<file path="src/rtl/btb_assoc.sv">
`default_nettype none
// ============================================================================
// btb_assoc : set-associative BTB with 2-bit direction counters and a
//             one-set-per-cycle invalidate sweep.   Revision 1.0
// ============================================================================
module btb_assoc #(
   parameter int XLEN = 32,
   parameter int SETS = 16,
   parameter int WAYS = 2
) (
   input  logic            clk,
   input  logic            reset,
   input  logic [XLEN-1:0] pc_if,
   input  logic            lookup_enable,
   input  logic            update_enable,
   input  logic [XLEN-1:0] pc_update,
   input  logic [XLEN-1:0] target_update,
   input  logic            taken_update,
   input  logic            is_jump_update,
   input  logic            flush,
   output logic            hit_valid,
   output logic            predict_taken,
   output logic [XLEN-1:0] target_predict,
   output logic [XLEN-1:0] pc_hit,
   output logic            busy
);

   localparam int IDX  = $clog2(SETS);
   localparam int WB   = (WAYS > 1) ? $clog2(WAYS) : 1;
   localparam int TAGW = XLEN - IDX - 2;

   typedef enum logic [0:0] {S_IDLE = 1'b0, S_SWEEP = 1'b1} state_t;

   state_t              r_state;
   logic [IDX-1:0]      r_cnt;
   logic [WAYS-1:0]     r_valid  [SETS];
   logic [WAYS-1:0]     r_jmp    [SETS];
   logic [WB-1:0]       r_rr     [SETS];
   logic [1:0]          r_ctr    [SETS][WAYS];
   logic [TAGW-1:0]     r_tag    [SETS][WAYS];
   logic [XLEN-1:0]     r_target [SETS][WAYS];

   logic                w_busy;
   logic [IDX-1:0]      w_lk_idx;
   logic [TAGW-1:0]     w_lk_tag;
   logic                w_lk_match;
   logic [WB-1:0]       w_lk_way;
   logic                w_lk_jmp;
   logic                w_lk_ctr1;

   logic [IDX-1:0]      w_up_idx;
   logic [TAGW-1:0]     w_up_tag;
   logic                w_up_match;
   logic [WB-1:0]       w_up_way;
   logic                w_free_found;
   logic [WB-1:0]       w_free_way;
   logic [WB-1:0]       w_vic_way;
   logic [WB-1:0]       w_rr_next;
   logic                w_up_en;
   logic                w_do_hit;
   logic                w_do_alloc;
   logic [1:0]          w_old_ctr;
   logic                w_jmp_new;
   logic [1:0]          w_ctr_new;
   logic                w_unused_lsb;

   assign w_busy       = (r_state == S_SWEEP);
   assign busy         = w_busy;
   assign w_unused_lsb = ^{pc_if[1:0], pc_update[1:0]};

   // ---------------------------------------------------------------- lookup
   assign w_lk_idx = pc_if[IDX+1:2];
   assign w_lk_tag = pc_if[XLEN-1:IDX+2];

   always_comb begin
      w_lk_match = 1'b0;
      w_lk_way   = '0;
      for (int w = 0; w < WAYS; w++) begin
         if (r_valid[w_lk_idx][w] && (r_tag[w_lk_idx][w] == w_lk_tag)) begin
            w_lk_match = 1'b1;
            w_lk_way   = WB'(w);
         end
      end
   end

   assign w_lk_jmp       = r_jmp[w_lk_idx][w_lk_way];
   assign w_lk_ctr1      = r_ctr[w_lk_idx][w_lk_way][1];
   assign hit_valid      = lookup_enable && !w_busy && w_lk_match;
   assign predict_taken  = hit_valid && (w_lk_jmp || w_lk_ctr1);
   assign target_predict = predict_taken ? r_target[w_lk_idx][w_lk_way]
                                         : pc_if + XLEN'(4);
   assign pc_hit         = hit_valid ? pc_if : '0;

   // ---------------------------------------------------------------- update
   assign w_up_idx = pc_update[IDX+1:2];
   assign w_up_tag = pc_update[XLEN-1:IDX+2];

   always_comb begin
      w_up_match   = 1'b0;
      w_up_way     = '0;
      w_free_found = 1'b0;
      w_free_way   = '0;
      for (int w = 0; w < WAYS; w++) begin
         if (r_valid[w_up_idx][w] && (r_tag[w_up_idx][w] == w_up_tag)) begin
            w_up_match = 1'b1;
            w_up_way   = WB'(w);
         end
      end
      // Descending scan so the lowest-numbered invalid way is the one kept.
      for (int w = WAYS - 1; w >= 0; w--) begin
         if (!r_valid[w_up_idx][w]) begin
            w_free_found = 1'b1;
            w_free_way   = WB'(w);
         end
      end
   end

   assign w_rr_next  = (WAYS == 1) ? '0 : r_rr[w_up_idx] + WB'(1);
   assign w_vic_way  = w_free_found ? w_free_way : r_rr[w_up_idx];
   assign w_up_en    = update_enable && !w_busy && !flush;
   assign w_do_hit   = w_up_en && w_up_match;
   assign w_do_alloc = w_up_en && !w_up_match && (taken_update || is_jump_update);

   always_comb begin
      w_old_ctr = r_ctr[w_up_idx][w_up_way];
      w_jmp_new = r_jmp[w_up_idx][w_up_way] | is_jump_update;
      if (w_jmp_new)
         w_ctr_new = 2'd3;
      else if (taken_update)
         w_ctr_new = (w_old_ctr == 2'd3) ? 2'd3 : w_old_ctr + 2'd1;
      else
         w_ctr_new = (w_old_ctr == 2'd0) ? 2'd0 : w_old_ctr - 2'd1;
   end

   // ------------------------------------------------- control state + sweep
   always_ff @(posedge clk or negedge reset) begin
      if (!reset) begin
         r_state <= S_IDLE;
         r_cnt   <= '0;
         for (int s = 0; s < SETS; s++) begin
            r_valid[s] <= '0;
            r_jmp[s]   <= '0;
            r_rr[s]    <= '0;
            for (int w = 0; w < WAYS; w++)
               r_ctr[s][w] <= 2'd0;
         end
      end else begin
         case (r_state)
            S_IDLE: begin
               if (flush) begin
                  r_state <= S_SWEEP;
                  r_cnt   <= '0;
               end
            end
            S_SWEEP: begin
               r_valid[r_cnt] <= '0;
               r_rr[r_cnt]    <= '0;
               r_cnt          <= r_cnt + IDX'(1);
               if (r_cnt == IDX'(SETS - 1))
                  r_state <= S_IDLE;
            end
            default: r_state <= S_IDLE;
         endcase

         if (w_do_hit) begin
            r_ctr[w_up_idx][w_up_way] <= w_ctr_new;
            r_jmp[w_up_idx][w_up_way] <= w_jmp_new;
         end

         if (w_do_alloc) begin
            r_valid[w_up_idx][w_vic_way] <= 1'b1;
            r_jmp[w_up_idx][w_vic_way]   <= is_jump_update;
            r_ctr[w_up_idx][w_vic_way]   <= is_jump_update ? 2'd3 : 2'd2;
            if (!w_free_found)
               r_rr[w_up_idx] <= w_rr_next;
         end
      end
   end

   // Tags and targets are qualified by valid, so they need no reset.
   always_ff @(posedge clk) begin
      if (w_do_alloc) begin
         r_tag[w_up_idx][w_vic_way]    <= w_up_tag;
         r_target[w_up_idx][w_vic_way] <= target_update;
      end else if (w_do_hit && taken_update) begin
         r_target[w_up_idx][w_up_way]  <= target_update;
      end
   end

endmodule
`default_nettype wire

</file>
<file path="config.mk">
export PLATFORM = sky130hd
export DESIGN_NAME = btb_assoc
export DESIGN_NICKNAME = d
export VERILOG_FILES = /design/src/rtl/btb_assoc.sv
export SDC_FILE = /design/constraint.sdc
export NUM_CORES = 2
export LEC_CHECK = 0
export CAP_MARGIN = 15
export CORE_AREA = 10 10 448 319
export CTS_CLUSTER_SIZE = 16
export DETAILED_ROUTE_END_ITERATION = 10
export DIE_AREA = 0 0 458 329
export HOLD_SLACK_MARGIN = 0.03
export PLACE_DENSITY = 0.87
export SYNTH_ARGS = -nofsm -noshare
export SYNTH_HDL_FRONTEND = slang
export SYNTH_SLANG_ARGS = --single-unit
</file>
<file path="constraint.sdc">
create_clock -name clk -period 10.9 [get_ports clk]
set_clock_uncertainty 0.15 [all_clocks]
set_input_delay 2.18 -clock clk [delete_from_list [all_inputs] [get_ports clk]]
set_output_delay 2.18 -clock clk [all_outputs]
set_load 0.01 [all_outputs]
</file>
==> impl_metrics.toml <==
# physical design summary
[synthesis]
avgSynthCellArea_um2 = 18.73
ys_cells = 4762
fp_nets = 4870
top_cell = "edfxtp_1"
top_area_share_pct = 62.50
area_leaders = "edfxtp_1, mux4_2, dfrtp_1"
synthAoiAreaFrac_pct = 4.049
synth.cellmix.simpleShare_pct = 3.465
ys_seq_share_pct = 66.68
ys.flop_type = "edfxtp_1"
synth_flops = 2005
async_flop_share_pct = 7.431
netlist_logic_family_top = "multiplexers"
ys_sh_adder_pct = 0.1150

[layout]
largest_cell_class = "sequential cells"
largest_reg_flops = 1024
clock_buffers = 223
inv_count = 48
final-comb-area_mm2 = 0.02844
logic_gates = 2397
final_cell_mix = "edfxtp_1, mux4_2, mux2i_1, nand2_1, clkbuf_16"
final_design_area_no_fill_mm2 = 0.09960
fill_cells = 6950
drive_gt1_share_pct = 25.99
non_clock_buffer_area_share_pct = 3.541
comb_share_pct = 28.56
final-clk-cell-share_pct = 5.732
num-nonclk-buffers = 370
nets = 5109

[cts]
postCtsSetupBuffers = 0
clkLatencyLatePin_ns = 0.87
cts_sinks = 2005
clk_pin_slew_ns = 0.06
post_cts_resized = 0
cts_made_buffers = 179
ctsHoldBuffers = 0
cts_tree = "built"

[power]
p_seq_share_pct = 52.0
pwr-share-clk_pct = 38.4
top_power_group = "sequential cells"
comb_cell_power_w = 0.00158
p_leak_nw = 32.75
p_sw_w = 0.004044
internal_power_w = 0.01250
pwr_density_cell_mw_per_mm2 = 166.1
ir_drop_uv = 162.3
p_total_w = 0.01654

[min_path]
hold_path.class = "reg2reg"

[flow_run]
warning_count = 40

[setup_path]
cp.buffers_inverters = 4
reg2reg_slack_ns = 4.77
cpMaxStageDelayCell = "or4_4"
r2r_start = "r_tag[15][26]$_DFFE_PP_"
crit_path_end_kind = "output port"
cp-endpoint = "target_predict[24]"
crit_cells = 13
crit_chain = "buf_8, buf_4, mux4_2, mux2i_1, xnor2_1, a211o_1, or4_1, or4_4, mux2_4, nor2_8, buf_4, mux2i_1, clkdlybuf4s50_1"
slowest_delay_ns = 0.76
cp-start-kind = "input port"

[routing]
drt-initial-drc-count = 12770
dr_wl_met3_um = 53290
vias_per_cell = 8.145
drt-total-wl_um = 295000
post-route-drc-count = 0
antenna_left = 0
wl_per_cell_um = 42.49
num_vias = 56550

[timing]
finalCritPeriodShare_pct = 98.20
rsz0062_at_grt = "false"
layout_min_cycle_time_ns = 10.70
hold_viol = 0

[grt]
grt_util_met1_pct = 50.67
use_met3_pct = 17.21
grt_pass1_vias = 55110
met2_usage_pct = 55.13

[die]
die_height_um = 329
die_area_mm2 = 0.1507

[placed_design]
placed_cell_area_mm2 = 0.09380
dp_hpwl_um = 171700

[status]
status = "finished, final reports clean"
==> images/placement.png <==
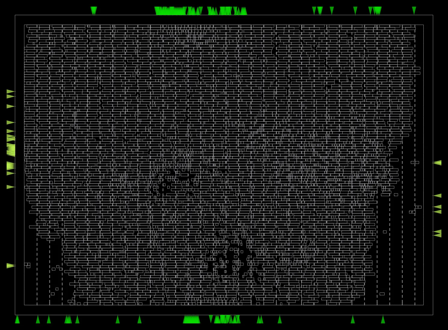
Post-Layout Cell Count: 6943
fin util: 74.08%
core area: 0.1345 mm2
tap cell count: 1782

==> images/detail.png <==
Region (209, 79) to (249, 119) um. Cells in grey, sequential cells in the stronger grey; small squares are vias.
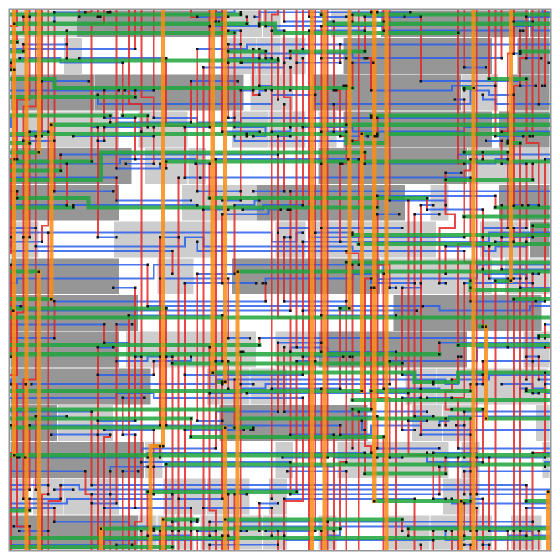
| layer | colour |
|---|---|
| metal 1 | blue |
| metal 2 | red |
| metal 3 | green |
| metal 4 | orange |
netlist names of flops here include: r_tag (21)
most frequent: edfxtp_1 (21), mux4_2 (7), nand2_1 (7)
cells with their middle in the window: 82
sequential cells in the window: 21

Power and IR drop assume default switching activity.
